**src/rtl/verificar_senha.sv**
```systemverilog
// verificar_senha: checks submitted PINs against master/user PINs, counts failures, enforces timed lockout.
// pin_in = {status, d3, d2, d1, d0}; data_setup[84:0] = {master_pin, pin1, pin2, pin3, pin4}, upper bits unused.
`default_nettype none

module verificar_senha #(
  parameter int MAX_TENTATIVAS = 5,
  parameter int BLOQUEIO_SEG   = 30,
  parameter int TICKS_PER_SEC  = 1000
) (
  input  logic        clk,
  input  logic        rst,
  input  logic [16:0] pin_in,
  input  logic [99:0] data_setup,
  output logic        senha_ok,
  output logic        master_ok,
  output logic        senha_fail,
  output logic        bloqueado,
  output logic [3:0]  tentativas,
  output logic [6:0]  tempo_restante
);

  localparam int TW = (TICKS_PER_SEC > 1) ? $clog2(TICKS_PER_SEC) : 1;

  typedef enum logic [1:0] {
    IDLE      = 2'd0,
    COMPARA   = 2'd1,
    BLOQUEADO = 2'd2
  } state_t;

  state_t          r_state, w_state;
  logic            r_status_prev;
  logic [15:0]     r_pin, w_pin;
  logic            r_pend, w_pend;
  logic [TW-1:0]   r_tick, w_tick;
  logic            w_sok, w_mok, w_sfail, w_bloq;
  logic [3:0]      w_tent, w_tent_inc;
  logic [6:0]      w_tempo;
  logic            w_sub, w_blank, w_master_match, w_user_match;
  logic            w_unused_setup;

  function automatic logic f_match(input logic [16:0] stored, input logic [15:0] entered);
    return stored[16] && (stored[15:0] == entered);
  endfunction

  assign w_sub   = pin_in[16] && !r_status_prev;
  assign w_blank = (r_pin[15:12] == 4'hE) || (r_pin[11:8] == 4'hE) ||
                   (r_pin[7:4]   == 4'hE) || (r_pin[3:0]  == 4'hE);
  assign w_master_match = !w_blank && f_match(data_setup[84:68], r_pin);
  assign w_user_match   = !w_blank && (f_match(data_setup[67:51], r_pin) ||
                                       f_match(data_setup[50:34], r_pin) ||
                                       f_match(data_setup[33:17], r_pin) ||
                                       f_match(data_setup[16:0],  r_pin));
  assign w_tent_inc = (tentativas >= 4'(MAX_TENTATIVAS)) ? 4'(MAX_TENTATIVAS) : tentativas + 4'd1;
  assign w_unused_setup = ^data_setup[99:85];

  always_ff @(posedge clk) begin
    if (rst) begin
      r_state <= IDLE;
    end else begin
      r_state <= w_state;
    end
  end

  always_comb begin
    w_state = r_state;
    w_pin   = r_pin;
    w_pend  = 1'b0;
    w_tick  = r_tick;
    w_sok   = 1'b0;
    w_mok   = 1'b0;
    w_sfail = 1'b0;
    w_bloq  = bloqueado;
    w_tent  = tentativas;
    w_tempo = tempo_restante;
    case (r_state)
      IDLE: begin
        if (w_sub) begin
          w_pin   = pin_in[15:0];
          w_state = COMPARA;
        end
      end
      COMPARA: begin
        if (w_master_match) begin
          w_mok   = 1'b1;
          w_tent  = 4'd0;
          w_state = IDLE;
        end else if (w_user_match) begin
          w_sok   = 1'b1;
          w_tent  = 4'd0;
          w_state = IDLE;
        end else begin
          w_sfail = 1'b1;
          w_tent  = w_tent_inc;
          if (w_tent_inc == 4'(MAX_TENTATIVAS)) begin
            w_state = BLOQUEADO;
            w_bloq  = 1'b1;
            w_tempo = 7'(BLOQUEIO_SEG);
            w_tick  = '0;
          end else begin
            w_state = IDLE;
          end
        end
      end
      BLOQUEADO: begin
        // Only the master PIN can break a lockout; everything else just lets the countdown run.
        if (r_pend && w_master_match) begin
          w_mok   = 1'b1;
          w_bloq  = 1'b0;
          w_tempo = 7'd0;
          w_tent  = 4'd0;
          w_tick  = '0;
          w_state = IDLE;
        end else begin
          if (r_tick == TW'(TICKS_PER_SEC - 1)) begin
            w_tick = '0;
            if (tempo_restante <= 7'd1) begin
              w_tempo = 7'd0;
              w_bloq  = 1'b0;
              w_tent  = 4'd0;
              w_state = IDLE;
            end else begin
              w_tempo = tempo_restante - 7'd1;
            end
          end else begin
            w_tick = r_tick + TW'(1);
          end
          if (w_sub && (w_state == BLOQUEADO)) begin
            w_pin  = pin_in[15:0];
            w_pend = 1'b1;
          end
        end
      end
      default: w_state = IDLE;
    endcase
  end

  always_ff @(posedge clk) begin
    if (rst) begin
      r_status_prev  <= 1'b0;
      r_pin          <= '0;
      r_pend         <= 1'b0;
      r_tick         <= '0;
      senha_ok       <= 1'b0;
      master_ok      <= 1'b0;
      senha_fail     <= 1'b0;
      bloqueado      <= 1'b0;
      tentativas     <= 4'd0;
      tempo_restante <= 7'd0;
    end else begin
      r_status_prev  <= pin_in[16];
      r_pin          <= w_pin;
      r_pend         <= w_pend;
      r_tick         <= w_tick;
      senha_ok       <= w_sok;
      master_ok      <= w_mok;
      senha_fail     <= w_sfail;
      bloqueado      <= w_bloq;
      tentativas     <= w_tent;
      tempo_restante <= w_tempo;
    end
  end

endmodule

`default_nettype wire

```
**config.mk**
```make
export PLATFORM = sky130hd
export DESIGN_NAME = verificar_senha
export DESIGN_NICKNAME = d
export VERILOG_FILES = /design/src/rtl/verificar_senha.sv
export SDC_FILE = /design/constraint.sdc
export NUM_CORES = 1
export LEC_CHECK = 0
export ABC_AREA = 1
export CAP_MARGIN = 20
export CORE_MARGIN = 3
export CORE_UTILIZATION = 44
export DETAILED_ROUTE_END_ITERATION = 16
export GPL_ROUTABILITY_DRIVEN = 0
export GPL_TIMING_DRIVEN = 0
export PLACE_DENSITY = 0.83
export RECOVER_POWER = 100
export SLEW_MARGIN = 20
export SYNTH_ARGS = -nofsm -noshare
export SYNTH_HDL_FRONTEND = slang
export SYNTH_SLANG_ARGS = --single-unit
```
**constraint.sdc**
```tcl
create_clock -name clk -period 1.68 [get_ports clk]
set_input_delay 0.252 -clock clk [delete_from_list [all_inputs] [get_ports clk]]
set_output_delay 0.252 -clock clk [all_outputs]
set_load 0.05 [all_outputs]
```
==> COMMIT_EDITMSG <==
Refresh implementation metrics

* Result of the run: finished, violations left
- Violated checks: setup timing
* Number of top-level pins: 134
- Post-route cell area: 0.00713 mm2
- Buffers & Inverters on Critical Path: 2
- Max-slew check failures listed in the final report amount to 0.
* Number of clock buffers inserted by TritonCTS: 5
- Post-synth EDFFs: 0
- Instance area at placement: 0.00603 mm2
- Cells traversed along the worst timing path: inv_2 -> nor3_1 -> nor2_1 -> nand2_2 -> nor2_4 -> buf_4 -> nand3_4 -> nand2_2 -> nor2_1 -> nand2_2 -> nand2_4 -> nand2_1 -> a21oi_1
- Counting every instance in the synthesized netlist gives 848.
* Maximum number of pins on one net before global-route repair: 15
- IR analysis of the VDD net gives a maximum drop of 0.516 mV.
- On the reported timing paths, the clock transition at the registers reads 0.09 ns.
- Data arrives at the worst endpoint at 2.35 ns.
- Max Cap Violations: 0
- FP Core Util: 0.460
- After detailed routing, the total wire length is 17.9 mm.
- Number of I/O port buffers: 118
* DRC: 0
- Number of nets in the layout: 1146
- The clock reaches the later pin of the worst-skew pair after 0.31 ns.
- Per the post-synthesis report, the nets total 977.
- Critical Path Most Common Cell: sky130_fd_sc_hd__nand2_2
- Post-route period utilization is reported as 1.26.
- Summing all multi-input logic gate instances after layout gives 0.00353 mm2.
- Smallest setup slack after layout: -0.438 ns
- The worst-case max-slew headroom was logged as 0.610.
* Mapped cell area: 0.00456 mm2
- Storage cell area: 968 um2
- STA reports the tightest min-delay check as being of type reg -> reg.
- Data on the critical path is required at its endpoint by 1.92 ns.
* Clk root buf: sky130_fd_sc_hd__clkbuf_8
- # H-tree levels: 2
* Number of buffers added to fix hold violations after cts: 0
* Via count: 6139
* Stage delay of the slowest cell on the critical path: 0.38 ns
- Post-synth the commonest register cell is sky130_fd_sc_hd__dfxtp_1.
- The logs give a warning total of 50.
* Unrepaired setup endpoints after global routing: true
* Post-synth top area cell: sky130_fd_sc_hd__nand2_1
- # Post-CTS Setup Buffers: 34
- Yosys attributes the largest share of cell area to sky130_fd_sc_hd__nand2_1 23%, sky130_fd_sc_hd__dfxtp_1 20%, sky130_fd_sc_hd__nor2_1 13%.
* Top Family by Delay on Critical Path: simple AND/OR/NAND/NOR gates
* Count of cell types in the netlist: 41
* Vias in the first global route: 5352
- # Cells Yosys: 848
- For reference, the final report shows the hold violation count at 0.
* Placed cells: 1099
- Fraction of the yosys area taken by sequential cells: 0.198
- Remaining Overflow, GRT: 0
- Worst Path Class, Setup: reg -> reg
- For this run, the number of Yosys warnings is 0.
* Overall chip area: 0.0116 mm2
- Leading cell type in the layout, fill and taps excluded: sky130_fd_sc_hd__nand2_1
* # resized after CTS: 109
- The number of antenna violations at the first check in global routing came to 0.
- Ys async rst share: 0
- TritonCTS clock tree: built
* Chip Height: 108 um
- Per the timing report, the achievable frequency comes out to 0.472 GHz.
- Remaining number of nets flagged by the antenna check after routing: 0
* Mean number of vias per cell: 5.33
- Number of failing setup endpoints in the final timing report: 41
- According to the Yosys statistics, the synthesized design has a chip area of 0.00456 mm2.
* Number of fill cells in the layout: 776
* Portion of synthesized cell area occupied by the leading cell type: 0.233
* Final Skew: 0.0128 ns
* GRT Resource Usage Total: 0.279
* Endpoint type of the worst setup path: register
- Worst hold margin: 0.497 ns
- Syn_area_per_cell: 5.38 um2
* Most frequent cells in the layout: 243 x sky130_fd_sc_hd__nand2_1, 129 x sky130_fd_sc_hd__nor2_1, 108 x sky130_fd_sc_hd__inv_1
* Non-filler instance count after layout: 1151
* CP startpoint kind: register
- 0 antenna diodes ended up in the layout.
- Among all stages on the critical path, the largest delay is contributed by sky130_fd_sc_hd__dfxtp_4.
* Fraction of final layout cells sized beyond drive strength 1: 0.238
- Post-layout min period: 2.12 ns
- In this run the deepest clock path goes through 2 buffers.
- Counting flops and latches in the post-synthesis netlist gives 45.
- Of all nets on the critical path, the largest fanout is 10.
- Horizontal die size: 108 um
* Post-DR wirelength/cell: 15.6 um
- The core region is 0.00991 mm2.
* Standby leakage power: 3.55 nW
- Detailed router's first-iteration violation count: 763
* HPWL Detailed: 12.1 mm
- Clock tree synthesis found a total of 45 sinks.
- First-pass GRT wire length: 25.9 mm
- The pin closest to its max-slew limit shows a slew of 0.584 ns.
- Area added between synthesis and finish: 56.3%
* Power density normalized to cell area: 608 mW/mm2
- The iteration count recorded for the first detailed-route pass is 6.
power breakdown:
| part | leakage (nW) | switching (mW) | internal, mW | total, mW |
|---|---|---|---|---|
| registers | 0.382 | 0.139 | 1.16 | 1.30 |
| clock network | 0.0554 | 0.386 | 0.447 | 0.833 |
| logic | 3.12 | 1.23 | 0.972 | 2.21 |
area by class of cell:
cell class                 instances  area share
tap                              133      0.0233
inverter                         131      0.0749
sequential                        45       0.136
clock buffer                       6      0.0102
timing repair buffer             168       0.231
buffer                            18      0.0246
clock inverter                     2     0.00544
multi-input combinational        648       0.495
cell usage after synthesis (3+ instances only):
master                       n
sky130_fd_sc_hd__or2_1       3
sky130_fd_sc_hd__nand4_1    17
sky130_fd_sc_hd__xor2_1      7
sky130_fd_sc_hd__a21oi_1    26
sky130_fd_sc_hd__nand3b_1    4
sky130_fd_sc_hd__ha_1       10
sky130_fd_sc_hd__nand2_1   283
sky130_fd_sc_hd__or2_2       3
sky130_fd_sc_hd__buf_4       8
sky130_fd_sc_hd__nand2_2     3
sky130_fd_sc_hd__inv_1     119
sky130_fd_sc_hd__inv_2      12
sky130_fd_sc_hd__xnor2_1    17
sky130_fd_sc_hd__nand3_1    52
sky130_fd_sc_hd__dfxtp_1    45
sky130_fd_sc_hd__nor4_1      3
sky130_fd_sc_hd__clkbuf_1    6
sky130_fd_sc_hd__o21ai_0    24
sky130_fd_sc_hd__nor3_1     16
sky130_fd_sc_hd__buf_2       8
sky130_fd_sc_hd__nor2_1    155
routing by layer:
metal,GRT usage,vias up,share of wire
met3,0.0384,57,0.091
met5,0,-,0
met4,0.0947,0,0.035
li1,-,2961,-
met2,0.464,349,0.47
met1,0.370,2772,0.40
worst min-delay path, delay by kind of cell (launching register included):
kind | cells | cell delay, ns
flip-flops | 1 | 0.34
AND-OR/OR-AND | 1 | 0.05
AND/OR/NAND/NOR | 1 | 0.07
cells by family (layout without fill, tap and decap cells):
family | after synthesis | in the layout | share of synthesized area
simple gates | 551 | 551 | 0.513
buf+inv | 155 | 325 | 0.140
compound gates | 63 | 63 | 0.0763
flops | 45 | 45 | 0.198
xor+xnor | 24 | 24 | 0.0461
fa+ha+maj | 10 | 10 | 0.0274
sequential cells by signal, indices dropped and copies added (netlist names):
register and count:
bloqueado 1, master_ok 1, r_pend 1, r_pin 16, r_state 2, r_status_prev 1, r_tick 10, senha_fail 1
senha_ok 1, tempo_restante 7, tentativas 4
metrics by stage:
step	util	TNS [ns]	total power, mW	setup WS, ns
2_1_floorplan	-	-0.788	2.40	-0.0644
3_3_place_gp	0.609	-20.13	3.00	-0.572
3_5_place_dp	0.609	-21.42	3.02	-0.603
4_1_cts	0.673	-5.78	4.04	-0.192
5_1_grt	0.719	-16.75	4.56	-0.534
6_report	0.719	-13.15	4.34	-0.438
path summary, 6_finish.rpt:
kind                       from       endpoint  slack [ns]  depth (start not counted)
setup / recovery       r_pin[5]      r_tick[4]       -0.44                         13
hold / removal    tentativas[3]  tentativas[3]        0.50                          2
setup reg to reg       r_pin[5]      r_tick[4]       -0.44                         13
hold reg to reg   tentativas[3]  tentativas[3]        0.50                          2
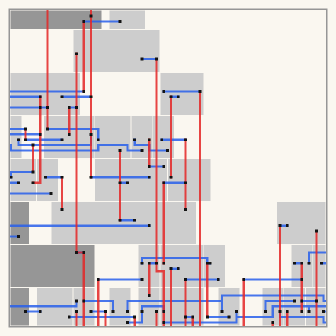
zoom.png
Window x 71 to 91, y 71 to 91 um. Cells in grey, sequential cells in the stronger grey; small squares are vias.
legend:
  met2:
    colour: red
  met1:
    colour: blue
netlist names of flops here include: `r_pin` (1)
sequential cells in the window: 1
most frequent: nor2_1 (6), nand2_1 (5)
cells with their middle in the window: 28

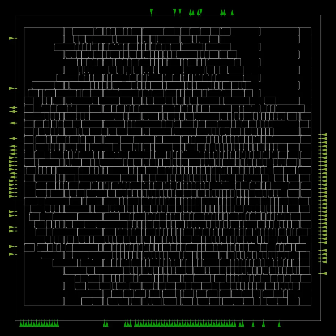
final_placement.png
row cnt: 36
sequential share of cell area: 0.136

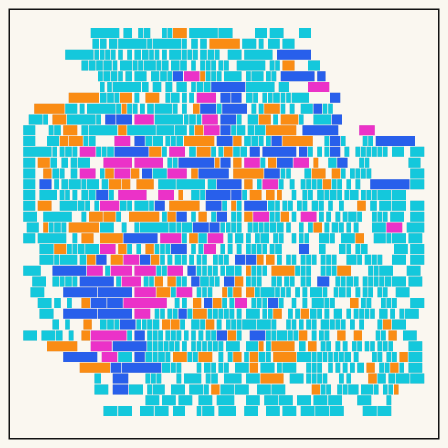
drive_strength.png
legend:
  drive 3 to 4:
    colour: blue
    cells: 80
    share: 7.9%
  drive 6 and up:
    colour: magenta
    cells: 42
    share: 4.1%
  drive 2:
    colour: orange
    cells: 120
    share: 12%
  drive 1 or less:
    colour: cyan
    cells: 776
    share: 76%

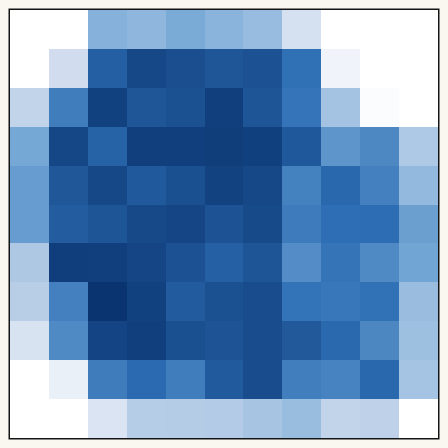
density.png
The die is cut into 11 by 11 equal tiles; white is low, dark blue is high, 0 to 100% covered.
fullest tile: 99%
emptiest ninth of the die: north-east
tiles over 75% full: 45%
nearly empty tiles: 12%

Power is estimated from default activity; no workload was simulated.
